--- src/rtl/spi_slave_sync.sv ---
// SPI slave fully synchronous to PCLK: all CPOL/CPHA modes, TX holding register, RX FIFO.
// Define SPIS_XFER_CNT_EN to add the xfer_cnt completed-word counter output.
module spi_slave_sync #(
  parameter int DW          = 8,
  parameter int RX_DEPTH    = 4,
  parameter int SYNC_STAGES = 2
) (
  input  logic          PCLK,
  input  logic          PRESETn,
  input  logic          CPOL,
  input  logic          CPHA,
  input  logic          SCK,
  input  logic          SS,
  input  logic          MOSI,
  output logic          MISO,
  output logic          MISO_OE,
  input  logic [DW-1:0] tx_data,
  input  logic          tx_valid,
  output logic          tx_ready,
  output logic [DW-1:0] rx_data,
  output logic          rx_valid,
  input  logic          rx_ready,
  output logic          busy,
  input  logic          clr_flags,
  output logic          overrun,
  output logic          underrun
`ifdef SPIS_XFER_CNT_EN
  ,
  output logic [15:0]   xfer_cnt
`endif
);

  // state  | meaning
  // IDLE   | deselected, waiting for synced SS fall
  // ACTIVE | selected, sampling/shifting words
  typedef enum logic {IDLE = 1'b0, ACTIVE = 1'b1} state_t;

  localparam int AW = $clog2(RX_DEPTH);
  localparam int CW = $clog2(DW);
  localparam logic [CW-1:0] LAST_BIT = CW'(DW - 1);

  logic [SYNC_STAGES-1:0] sck_sync_q, sck_sync_d;
  logic [SYNC_STAGES-1:0] ss_sync_q, ss_sync_d;
  logic [SYNC_STAGES-1:0] mosi_sync_q, mosi_sync_d;
  logic                   sck_prev_q, ss_prev_q;

  state_t                 state_q, state_d;
  logic                   cpol_q, cpol_d;
  logic                   cpha_q, cpha_d;
  logic [CW-1:0]          bit_cnt_q, bit_cnt_d;
  logic [DW-1:0]          rx_shift_q, rx_shift_d;
  logic [DW-1:0]          tx_shift_q, tx_shift_d;
  logic                   load_pend_q, load_pend_d;
  logic                   skip_q, skip_d;

  logic [DW-1:0]          hold_q, hold_d;
  logic                   hold_full_q, hold_full_d;
  logic                   underrun_q, underrun_d;
  logic                   overrun_q, overrun_d;

  logic [DW-1:0]          mem_q [RX_DEPTH];
  logic [DW-1:0]          mem_d [RX_DEPTH];
  logic [AW-1:0]          wr_ptr_q, wr_ptr_d;
  logic [AW-1:0]          rd_ptr_q, rd_ptr_d;
  logic [AW:0]            count_q, count_d;

`ifdef SPIS_XFER_CNT_EN
  logic [15:0]            xfer_cnt_q, xfer_cnt_d;
`endif

  logic sck_s, ss_s, mosi_s;
  logic sck_edge, lead_edge, trail_edge, sample_edge, shift_edge;
  logic ss_fall, ss_rise;
  logic load, push_req, push, pop, fifo_full, accept;

  assign sck_s  = sck_sync_q[SYNC_STAGES-1];
  assign ss_s   = ss_sync_q[SYNC_STAGES-1];
  assign mosi_s = mosi_sync_q[SYNC_STAGES-1];

  // Leading edge is SCK leaving its idle (CPOL) level.
  assign sck_edge    = sck_s ^ sck_prev_q;
  assign lead_edge   = sck_edge & (sck_s != cpol_q);
  assign trail_edge  = sck_edge & (sck_s == cpol_q);
  assign sample_edge = cpha_q ? trail_edge : lead_edge;
  assign shift_edge  = cpha_q ? lead_edge : trail_edge;
  assign ss_fall     = ~ss_s & ss_prev_q;
  assign ss_rise     = ss_s & ~ss_prev_q;

  assign fifo_full = (count_q == (AW+1)'(RX_DEPTH));
  assign pop       = rx_ready & (count_q != '0);
  assign push      = push_req & (~fifo_full | pop);
  assign accept    = tx_valid & ~hold_full_q;

  always_comb begin
    sck_sync_d  = {sck_sync_q[SYNC_STAGES-2:0], SCK};
    ss_sync_d   = {ss_sync_q[SYNC_STAGES-2:0], SS};
    mosi_sync_d = {mosi_sync_q[SYNC_STAGES-2:0], MOSI};

    state_d     = state_q;
    cpol_d      = cpol_q;
    cpha_d      = cpha_q;
    bit_cnt_d   = bit_cnt_q;
    rx_shift_d  = rx_shift_q;
    tx_shift_d  = tx_shift_q;
    load_pend_d = load_pend_q;
    skip_d      = skip_q;
    load        = 1'b0;
    push_req    = 1'b0;

    case (state_q)
      IDLE: begin
        if (ss_fall) begin
          state_d     = ACTIVE;
          cpol_d      = CPOL;
          cpha_d      = CPHA;
          bit_cnt_d   = '0;
          load        = 1'b1;
          load_pend_d = 1'b0;
          skip_d      = CPHA;
        end
      end
      ACTIVE: begin
        if (ss_rise) begin
          state_d     = IDLE;
          bit_cnt_d   = '0;
          load_pend_d = 1'b0;
          skip_d      = 1'b0;
        end else if (sample_edge) begin
          rx_shift_d = {rx_shift_q[DW-2:0], mosi_s};
          if (bit_cnt_q == LAST_BIT) begin
            bit_cnt_d   = '0;
            push_req    = 1'b1;
            load_pend_d = 1'b1;
          end else begin
            bit_cnt_d = bit_cnt_q + CW'(1);
          end
        end else if (shift_edge) begin
          // First shift edge of a word either loads the next word or, for CPHA=1's
          // opening word, is skipped because the MSB is already on MISO.
          if (load_pend_q) begin
            load        = 1'b1;
            load_pend_d = 1'b0;
          end else if (skip_q) begin
            skip_d = 1'b0;
          end else begin
            tx_shift_d = {tx_shift_q[DW-2:0], 1'b0};
          end
        end
      end
      default: state_d = IDLE;
    endcase

    if (load) tx_shift_d = hold_full_q ? hold_q : '0;

    hold_d      = accept ? tx_data : hold_q;
    hold_full_d = accept | (hold_full_q & ~load);
    underrun_d  = (load & ~hold_full_q) | (underrun_q & ~clr_flags);
    overrun_d   = (push_req & fifo_full & ~pop) | (overrun_q & ~clr_flags);

    mem_d = mem_q;
    if (push) mem_d[wr_ptr_q] = rx_shift_d;
    wr_ptr_d = push ? wr_ptr_q + AW'(1) : wr_ptr_q;
    rd_ptr_d = pop ? rd_ptr_q + AW'(1) : rd_ptr_q;
    count_d  = count_q + (AW+1)'(push) - (AW+1)'(pop);

`ifdef SPIS_XFER_CNT_EN
    xfer_cnt_d = (clr_flags ? 16'd0 : xfer_cnt_q) + 16'(push_req);
`endif
  end

  always_ff @(posedge PCLK or negedge PRESETn) begin
    if (!PRESETn) begin
      sck_sync_q  <= '0;
      ss_sync_q   <= '1;
      mosi_sync_q <= '0;
      sck_prev_q  <= 1'b0;
      ss_prev_q   <= 1'b1;
      state_q     <= IDLE;
      cpol_q      <= 1'b0;
      cpha_q      <= 1'b0;
      bit_cnt_q   <= '0;
      rx_shift_q  <= '0;
      tx_shift_q  <= '0;
      load_pend_q <= 1'b0;
      skip_q      <= 1'b0;
      hold_q      <= '0;
      hold_full_q <= 1'b0;
      underrun_q  <= 1'b0;
      overrun_q   <= 1'b0;
      for (int i = 0; i < RX_DEPTH; i++) mem_q[i] <= '0;
      wr_ptr_q    <= '0;
      rd_ptr_q    <= '0;
      count_q     <= '0;
`ifdef SPIS_XFER_CNT_EN
      xfer_cnt_q  <= '0;
`endif
    end else begin
      sck_sync_q  <= sck_sync_d;
      ss_sync_q   <= ss_sync_d;
      mosi_sync_q <= mosi_sync_d;
      sck_prev_q  <= sck_s;
      ss_prev_q   <= ss_s;
      state_q     <= state_d;
      cpol_q      <= cpol_d;
      cpha_q      <= cpha_d;
      bit_cnt_q   <= bit_cnt_d;
      rx_shift_q  <= rx_shift_d;
      tx_shift_q  <= tx_shift_d;
      load_pend_q <= load_pend_d;
      skip_q      <= skip_d;
      hold_q      <= hold_d;
      hold_full_q <= hold_full_d;
      underrun_q  <= underrun_d;
      overrun_q   <= overrun_d;
      mem_q       <= mem_d;
      wr_ptr_q    <= wr_ptr_d;
      rd_ptr_q    <= rd_ptr_d;
      count_q     <= count_d;
`ifdef SPIS_XFER_CNT_EN
      xfer_cnt_q  <= xfer_cnt_d;
`endif
    end
  end

  assign MISO_OE  = ~ss_s;
  assign MISO     = ~ss_s & tx_shift_q[DW-1];
  assign tx_ready = ~hold_full_q;
  assign rx_data  = mem_q[rd_ptr_q];
  assign rx_valid = (count_q != '0);
  assign busy     = (state_q == ACTIVE);
  assign overrun  = overrun_q;
  assign underrun = underrun_q;
`ifdef SPIS_XFER_CNT_EN
  assign xfer_cnt = xfer_cnt_q;
`endif

endmodule

--- config.mk ---
export PLATFORM = sky130hd
export DESIGN_NAME = spi_slave_sync
export DESIGN_NICKNAME = d
export VERILOG_FILES = /design/src/rtl/spi_slave_sync.sv
export SDC_FILE = /design/constraint.sdc
export NUM_CORES = 1
export LEC_CHECK = 0
export CAP_MARGIN = 30
export CORE_UTILIZATION = 35
export CTS_CLUSTER_SIZE = 24
export DETAILED_ROUTE_END_ITERATION = 8
export GPL_TIMING_DRIVEN = 0
export MAX_ROUTING_LAYER = met4
export PLACE_DENSITY = 0.58
export SLEW_MARGIN = 20
export SYNTH_ARGS = -nofsm -noshare
export SYNTH_HDL_FRONTEND = slang
export SYNTH_SLANG_ARGS = --single-unit
export TNS_END_PERCENT = 100
--- constraint.sdc ---
create_clock -name PCLK -period 2.5 [get_ports PCLK]
set_input_delay 0.25 -clock PCLK [delete_from_list [all_inputs] [get_ports PCLK]]
set_output_delay 0.25 -clock PCLK [all_outputs]
set_load 0.01 [all_outputs]
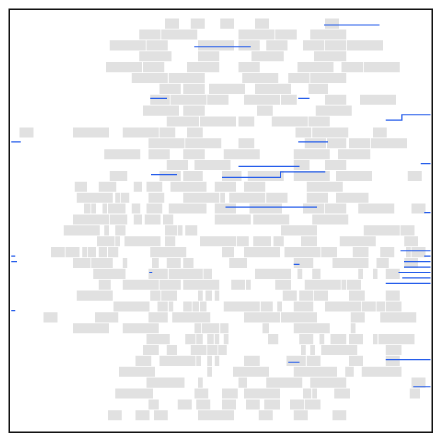
Figure 1: run 1, metal 3.
(4 px per micron)
- wire length on this layer: 197 microns
- longest straight run: 22.5 microns
- nets with wire on the layer: 20

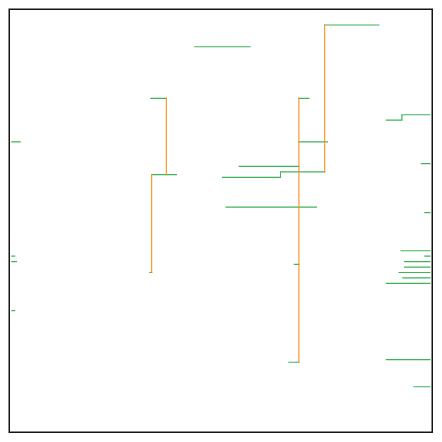
Figure 2: run 1, metal layers overlaid.
(4 px per micron) Only two layers are drawn.
- met3: green (wire length 197 microns)
- met4: orange (wire length 146 microns)

==> impl_report.txt, run 1 <==
==== FLOW RESULTS ====
----------------------------------------------------
[STA]
  Final setup violation count ........................ 1
  RSZ-0062 raised after global routing ........................ true
  Remaining max-slew budget at the tightest pin ........................ 55.6%
  Tmin final ........................ 2.57 ns
  Fin Clk Skew ........................ 0.0122 ns
  Setup WS post-layout ........................ -0.0693 ns

[Synthesis]
  Yosys reg bits ........................ 82
  Largest area contributor in the netlist ........................ dfrtp_1
  Post-Syn Area per Cell ........................ 15.0 sq um

[Placement]
  Post-place instance area ........................ 4270 sq um
  Gp weighted congestion ........................ 0.697

[Run status]
  Violations in the final reports ........................ setup timing
  Run status ........................ complete, but fails checks

[Die]
  Die height ........................ 105 microns
  Site Rows ........................ 37

[Worst hold path]
  Class of the worst hold path ........................ in2reg
  Hold path depth ........................ 1

[Critical path]
  Worst setup slack for register-to-register paths ........................ -0.07 ns
  Cell with the largest stage delay on the worst path ........................ dfrtp_1
  Crit path largest cell delay ........................ 0.40 ns
  Crit path DAT ........................ 2.80 ns

[Clocking]
  Total number of H-tree levels ........................ 3
  Total number of clock tree sinks ........................ 82
  Later-pin clock latency in the skew report ........................ 0.35 ns

[Drt]
  Number of remaining DRC errors ........................ 0
  Iteration-0 DRC count of the detailed router ........................ 117

[Global routing]
  Maximum number of pins on one net before global-route repair ........................ 56

[Power and ir drop]
  Largest voltage drop on the vdd net ........................ 0.332 mV

----------------------------------------------------
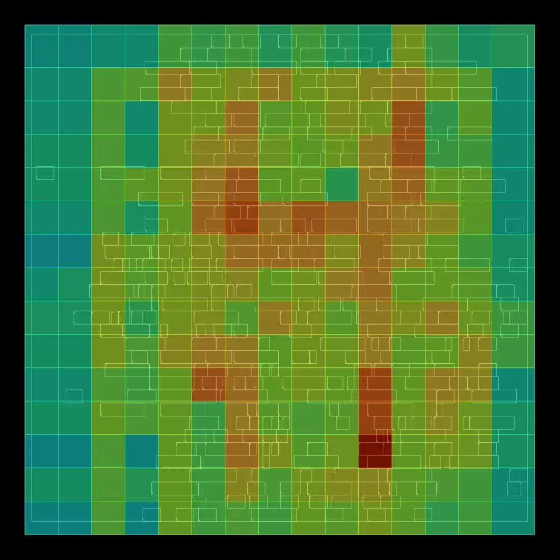
Figure 3: run 1, track usage over the die.
Top Usage Layer GRT: met2
met3 track utilization from global routing: 2.41%
wire length per cell after detailed routing: 15.0 microns
GRT met2 Usage: 19.1%
GRT met1 Usage: 18.9%

==> run 1: state kept, by name, indices dropped and copies added (netlist names), 3 cells and up <==
signal	count
hold_q	8
count_q	3
tx_shift_q	8
rx_shift_q	8
bit_cnt_q	3
mem_q	32
==> run 1: cells in the final DEF, fill, tap and decap left out, types with 3 or more instances in the layout <==
cell type and count:
dfstp_2 3, mux4_2 8, xnor2_1 3, nor2_1 4
ha_1 8, dfrtp_1 78, and2_1 8, mux2_2 23
mux2_4 33, nand3_1 4, inv_1 15, clkdlybuf4s50_1 31
mux2i_1 10, o21ai_0 3, a22o_1 3, buf_4 7
nand2_1 10, clkbuf_8 10, buf_6 5
==> run 1: stage by stage <==
stage	hold WS [ns]	instances	setup TNS, ns	util, %	total power [mW]
2_1_floorplan	-0.0456	250	-0.0346	-	2.36
3_3_place_gp	0.334	418	-150.56	41.1	2.62
3_5_place_dp	0.210	419	-0.410	41.3	2.64
4_1_cts	0.294	435	-0.0906	43.5	3.61
5_1_grt	0.302	437	-0.290	43.7	3.80
6_report	0.317	437	-0.0693	43.7	3.58
==> run 1: worst max path at each step <==
stage | end | cells past startpoint | slack, ns | from
global route | count_q[2] | 11 | -0.19 | cpha_q
finish | count_q[2] | 11 | -0.07 | cpha_q
floorplan | count_q[2] | 11 | -0.03 | cpha_q
global placement | mem_q[0] | 1 | -1.88 | PRESETn
detailed placement | count_q[2] | 11 | -0.25 | cpha_q
CTS | count_q[2] | 11 | -0.09 | cpol_q
==> run 1: cell type report <==
type,count,area [sq um],share of cell area [%]
multi-input cells,143,1580,35.1
inverters,15,56.3,1.25
flip-flops and latches,82,2060,45.6
clock buffers,10,138,3.05
repair buffers,39,393,8.70
plain buffers,9,75.1,1.66
well taps,136,170,3.77
clock inverters,3,42.5,0.942
==> run 1: kinds of logic after synthesis <==
logic type               after synthesis  share of synthesized area (%)
XOR/XNOR                               6                           1.40
AND/OR/NAND/NOR                       37                           5.68
buffers and inverters                 25                           3.54
adder cells (fa/ha/maj)               10                           3.48
AND-OR/OR-AND                         16                           3.31
flip-flops                            82                           54.9
multiplexers                          74                           27.6
==> run 1: timing repair <==
item	4_1_cts	5_1_grt
pin swaps	2	4
hold buffers	1	0
gates resized	3	3
gates cloned	0	0
setup buffers	3	2
setup endpoints to repair	10	26
hold endpoints to repair	24	0
==> run 1: power by group <==
group	switching [mW]	internal (mW)	leakage (nW)	total, mW
logic	0.406	0.490	0.898	0.896
clock network	0.457	0.471	0.0901	0.928
registers	0.176	1.58	1.06	1.75
total	1.04	2.54	2.05	3.58
==> run 1: metal layers <==
metal	GRT usage, %	share of wire, %	vias to the layer above
met5	-	0	-
met4	6.94	2.2	0
met3	2.41	3.0	11
met2	19.1	44	30
met1	18.9	51	1042
li1	-	-	968
Figure 4. Signal wires on met1 (run 1).
(6 px per micron) Supply wires on this layer in grey.
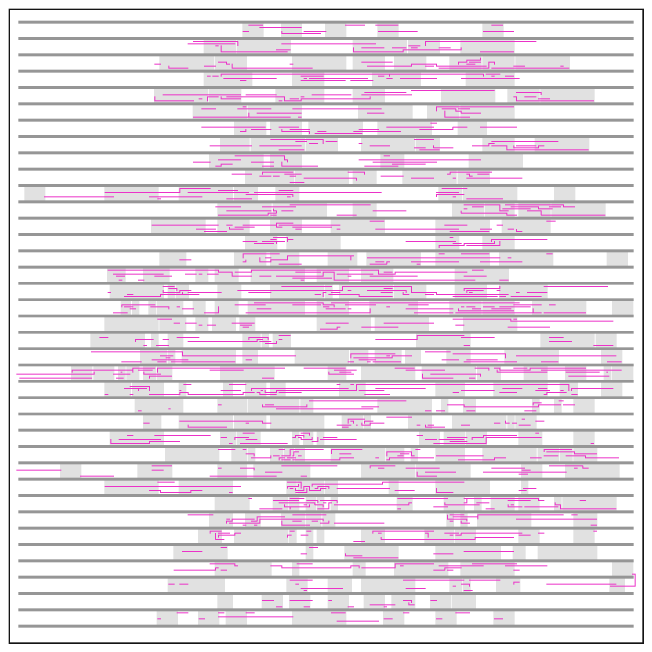

==> inputs of run 2 (changes only) <==
Settings changed: CORE_ASPECT_RATIO from default to 1.4, CORE_UTILIZATION 35 to 40, PLACE_DENSITY 0.58 to 0.64.
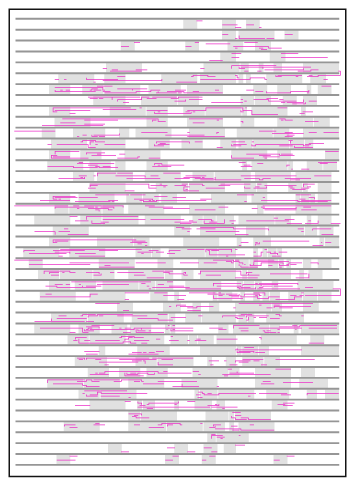
Figure 5: run 2, signal wires on met1.
(4 px per micron) Supply wires on this layer in grey.
- wire length on this layer: 2890 microns
- nets with wire on the layer: 293
- share of all routed wire: 44%
- main direction: horizontal

==> impl_report.txt, run 2 <==
==== FLOW RESULTS ====
----------------------------------------------------
[Power and ir drop]
  Internal Power ........................ 2.89 mW
  Sequential share of power ........................ 44.2%
  Net switching fraction of the power ........................ 27.3%
  Total power of the final layout ........................ 3.97 mW
  Largest voltage drop on the vdd net ........................ 0.553 mV
  NetSw ........................ 1.09 mW
  Relative contribution of combinational cells to total power ........................ 22.2%
  Clock power share ........................ 33.7%

[Synthesis]
  Yosys reg bits ........................ 82
  Post-Syn Area per Cell ........................ 15.0 sq um
  Largest area contributor in the netlist ........................ dfrtp_1

[Layout]
  Biggest register ........................ mem_q
  Final Non-Filler Cells ........................ 410
  Commonest non-fill, non-tap cell in the layout ........................ dfrtp_1
  Top library cells by usage in the layout, fill and taps aside ........................ dfrtp_1 (78), mux2_4 (33), clkdlybuf4s50_1 (31)

[Worst hold path]
  Class of the worst hold path ........................ in2reg

[STA]
  Hold WS ........................ 0.327 ns
  Tmin final ........................ 2.52 ns
  Fin Clk Skew ........................ 0.00621 ns
  Final setup violation count ........................ 1
  Final setup TNS ........................ -0.0186 ns
  Setup WS post-layout ........................ -0.0186 ns
  Remaining max-slew budget at the tightest pin ........................ 55.6%

[Drt]
  Iteration-0 DRC count of the detailed router ........................ 63
  Wire length per cell after detailed routing ........................ 16.0 microns
  Number of remaining DRC errors ........................ 0

[Run status]
  Run status ........................ complete, but fails checks
  Violations in the final reports ........................ setup timing

[Critical path]
  Crit path DAT ........................ 2.73 ns
  Cell with the largest stage delay on the worst path ........................ dfrtp_1
  Crit path largest cell delay ........................ 0.41 ns

[Placement]
  Gp weighted congestion ........................ 0.751
  Post-place instance area ........................ 4220 sq um
  Cell count after placement ........................ 390

[Clocking]
  Total number of clock tree sinks ........................ 82

[Die]
  Die height ........................ 116 microns

----------------------------------------------------
run 2: cell counts after synthesis:
No cell type changed its count.
run 2: routing by layer:
layer / vias to the layer above / share of wire [%] / GRT usage, %
li1: 972 / - / -
met1: 1068 / 44 / 18.3
met2: 28 / 51 / 26.1
met3: 13 / 3.0 / 3.82
met4: 0 / 2.1 / 7.34
met5: - / 0 / -
run 2: final timing paths:
kind,to,start,slack (ns)
min reg2reg,mosi_sync_q[1],mosi_sync_q[0],0.35
max in group asynchronous,ss_sync_q[1],PRESETn,1.42
max,count_q[2],cpha_q,-0.02
min,ss_sync_q[0],SS,0.33
max reg2reg,count_q[2],cpha_q,-0.02
min in group asynchronous,cpol_q,PRESETn,0.44
run 2: kinds of logic after synthesis:
logic type,after synthesis,synth area share [%]
XOR/XNOR,6,1.40
AND-OR/OR-AND,16,3.31
adder cells (fa/ha/maj),10,3.48
buffers and inverters,25,3.54
flip-flops,82,54.9
AND/OR/NAND/NOR,37,5.68
multiplexers,74,27.6
run 2: power by group through the flow:
stage / registers, mW / logic [mW] / clock network [mW]
final: 1.76 / 0.881 / 1.34
after global routing: 1.80 / 0.973 / 1.43
after detailed placement: 1.73 / 0.922 / 0
after global placement: 1.72 / 0.880 / 0
after floorplan: 1.70 / 0.665 / 0
after CTS: 1.77 / 0.898 / 1.37
run 2: metrics by stage:
step	setup WS [ns]	utilization, %
detailed placement	-0.382	46.8
global placement	-1.72	46.6
global route	-0.184	50.8
CTS	-0.100	50.7
floorplan	-0.0346	-
finish	-0.0186	50.8
run 2: what timing repair did:
item,4_1_cts,5_1_grt
buffers inserted,3,1
resized,3,2
setup endpoints to repair,10,26
hold endpoints to repair,38,0
hold buffers,1,0
pin swaps,2,3
run 2: cell type report:
class                           instances  area (sq um)
Fill cell                             773          4440
Sequential cell                        82          2060
Multi-Input combinational cell        143          1580
Timing Repair Buffer                   38           378
Clock buffer                           12           256
Tap cell                              107           134
Buffer                                  9          75.1
Inverter                               15          56.3
Clock inverter                          4          50.0
run 2: worst max-delay path, delay by kind of cell, from the launching register on:
kind	cells	cell delay, ns
buf+inv	3	0.17
flops	1	0.41
simple gates	1	0.23
fa+ha+maj	3	0.77
xor+xnor	3	0.47
mux	1	0.34
Figure 6. Where the registers sit (run 2).
(4 px per micron) Other sequential cells in the stronger grey, the rest of the logic in the fainter grey.
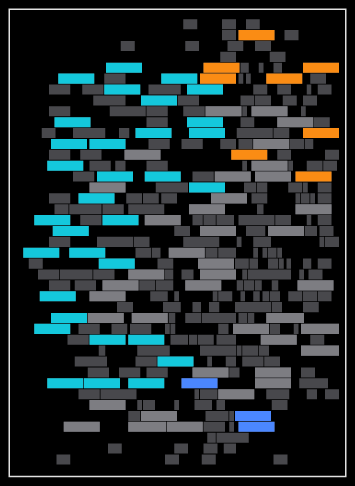

==> inputs of run 3 (changes only) <==
Settings changed: CORE_UTILIZATION 40 to 52, PLACE_DENSITY 0.64 to 0.79, SKIP_CTS_REPAIR_TIMING from default to 1.
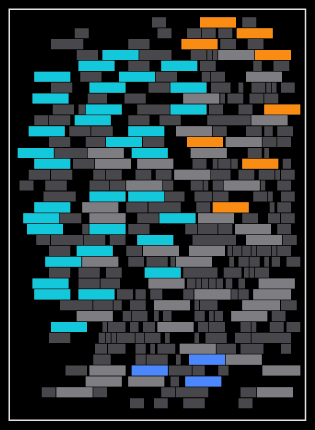
Figure 7: run 3, where the registers sit.
(4 px per micron) Other sequential cells in the stronger grey, the rest of the logic in the fainter grey.
- hold_q: orange (placed flops 8; where north-east)
- count_q: blue (placed flops 3)
- mem_q: cyan (placed flops 32)
- not coloured: 39

==> impl_report.txt, run 3 <==
==== FLOW RESULTS ====
----------------------------------------------------
[Die]
  Die height ........................ 102 microns
  Site Rows ........................ 36

[Placement]
  Post-place instance area ........................ 4220 sq um
  Cell count after placement ........................ 378
  Gp weighted congestion ........................ 0.775

[STA]
  Remaining max-slew budget at the tightest pin ........................ 56.8%
  Tmin final ........................ 2.69 ns
  Final setup violation count ........................ 2
  RSZ-0062 raised after global routing ........................ true
  Setup WS post-layout ........................ -0.193 ns
  Hold WS ........................ 0.320 ns
  Fin Clk Skew ........................ 0.0119 ns

[Critical path]
  Worst setup slack for register-to-register paths ........................ -0.19 ns
  Combined buffer and inverter count along the critical path ........................ 3
  Critical-path maximum fanout ........................ 4
  Terminus of the critical flop-to-flop path ........................ count_q[2]
  Crit path largest cell delay ........................ 0.42 ns
  Crit path DAT ........................ 2.93 ns
  Startpoint of the most critical register-to-register path ........................ cpol_q

[Global routing]
  Vias in the first global route ........................ 2186
  Maximum number of pins on one net before global-route repair ........................ 53

[Synthesis]
  Most instantiated flip-flop cell in the synthesis netlist ........................ dfrtp_1
  Largest area contributor in the netlist ........................ dfrtp_1
  Yosys reg bits ........................ 82

[Layout]
  Register area ........................ 2060 sq um
  Area of the multi-input gates ........................ 1580 sq um
  Number of fill cells ........................ 538

[Run status]
  Violations in the final reports ........................ setup timing
  Run status ........................ complete, but fails checks

[Worst hold path]
  Capture endpoint of the worst hold path ........................ ss_sync_q[0]
  Hold path depth ........................ 1

[Power and ir drop]
  Total power of the final layout ........................ 3.71 mW
  Relative contribution of combinational cells to total power ........................ 24.2%
  Net switching fraction of the power ........................ 28.5%
  Sequential share of power ........................ 47.4%
  Internal Power ........................ 2.65 mW
  Clock power share ........................ 28.4%
  NetSw ........................ 1.06 mW

[Clocking]
  Total number of clock tree sinks ........................ 82
  Later-pin clock latency in the skew report ........................ 0.35 ns
  Total number of H-tree levels ........................ 3

[Drt]
  Iteration-0 DRC count of the detailed router ........................ 84
  Number of remaining DRC errors ........................ 0
  Wire length per cell after detailed routing ........................ 16.5 microns

----------------------------------------------------
==> run 3: cell types whose count changed in the layout (fill, tap and decap cells not counted), sizes merged <==
cell,delta
bufinv,+1
clkinv,+2
clkinvlp,-2
==> run 3: per-layer routing <==
metal	vias to the layer above	track usage, %	routed length (microns)
met4	0	7.84	89
li1	973	-	-
met2	33	34.7	3530
met3	8	4.54	211
met1	1066	23.8	2750
met5	-	-	0
==> run 3: how the worst max path moves through the flow <==
stage                startpoint    endpoint  slack (ns)
floorplan                cpha_q  count_q[2]       -0.03
global placement        PRESETn   mem_q[13]       -1.62
detailed placement     rx_ready  count_q[2]       -0.46
CTS                 rd_ptr_q[0]  rx_data[1]       -0.26
global route             cpol_q  count_q[2]       -0.31
finish                   cpol_q  count_q[2]       -0.19
==> run 3: final cells by class <==
| cell class | instances | share of cell area, % |
|---|---|---|
| clock buffers | 11 | 3.14 |
| repair buffers | 39 | 8.73 |
| flip-flops and latches | 82 | 45.7 |
| multi-input cells | 143 | 35.2 |
| plain buffers | 9 | 1.67 |
| clock inverters | 5 | 1.75 |
| well taps | 95 | 2.64 |
| inverters | 15 | 1.25 |
==> run 3: kinds of logic after synthesis <==
family / count (synthesis) / share of synthesized area (%)
and+or+nand+nor: 37 / 5.68
buffers and inverters: 25 / 3.54
DFF: 82 / 54.9
AOI/OAI and AO/OA: 16 / 3.31
muxes: 74 / 27.6
adders and majority gates: 10 / 3.48
xor gates and xnor gates: 6 / 1.40
==> run 3: stage by stage <==
step | utilization [%] | setup TNS, ns
final | 64.5 | -0.306
after global routing | 64.5 | -1.27
after CTS | 63.5 | -2.44
after detailed placement | 60.4 | -0.868
after global placement | 60.0 | -130.10
after floorplan | - | -0.0346
==> run 3: power groups by stage <==
stage / logic [mW] / clock network (mW) / registers, mW
after floorplan: 0.665 / 0 / 1.70
after global placement: 0.868 / 0 / 1.72
after detailed placement: 0.918 / 0 / 1.73
after CTS: 0.925 / 1.07 / 1.71
after global routing: 0.995 / 1.13 / 1.80
final: 0.900 / 1.05 / 1.76
Power figures rest on the tool's default switching activity, not on a simulated workload.
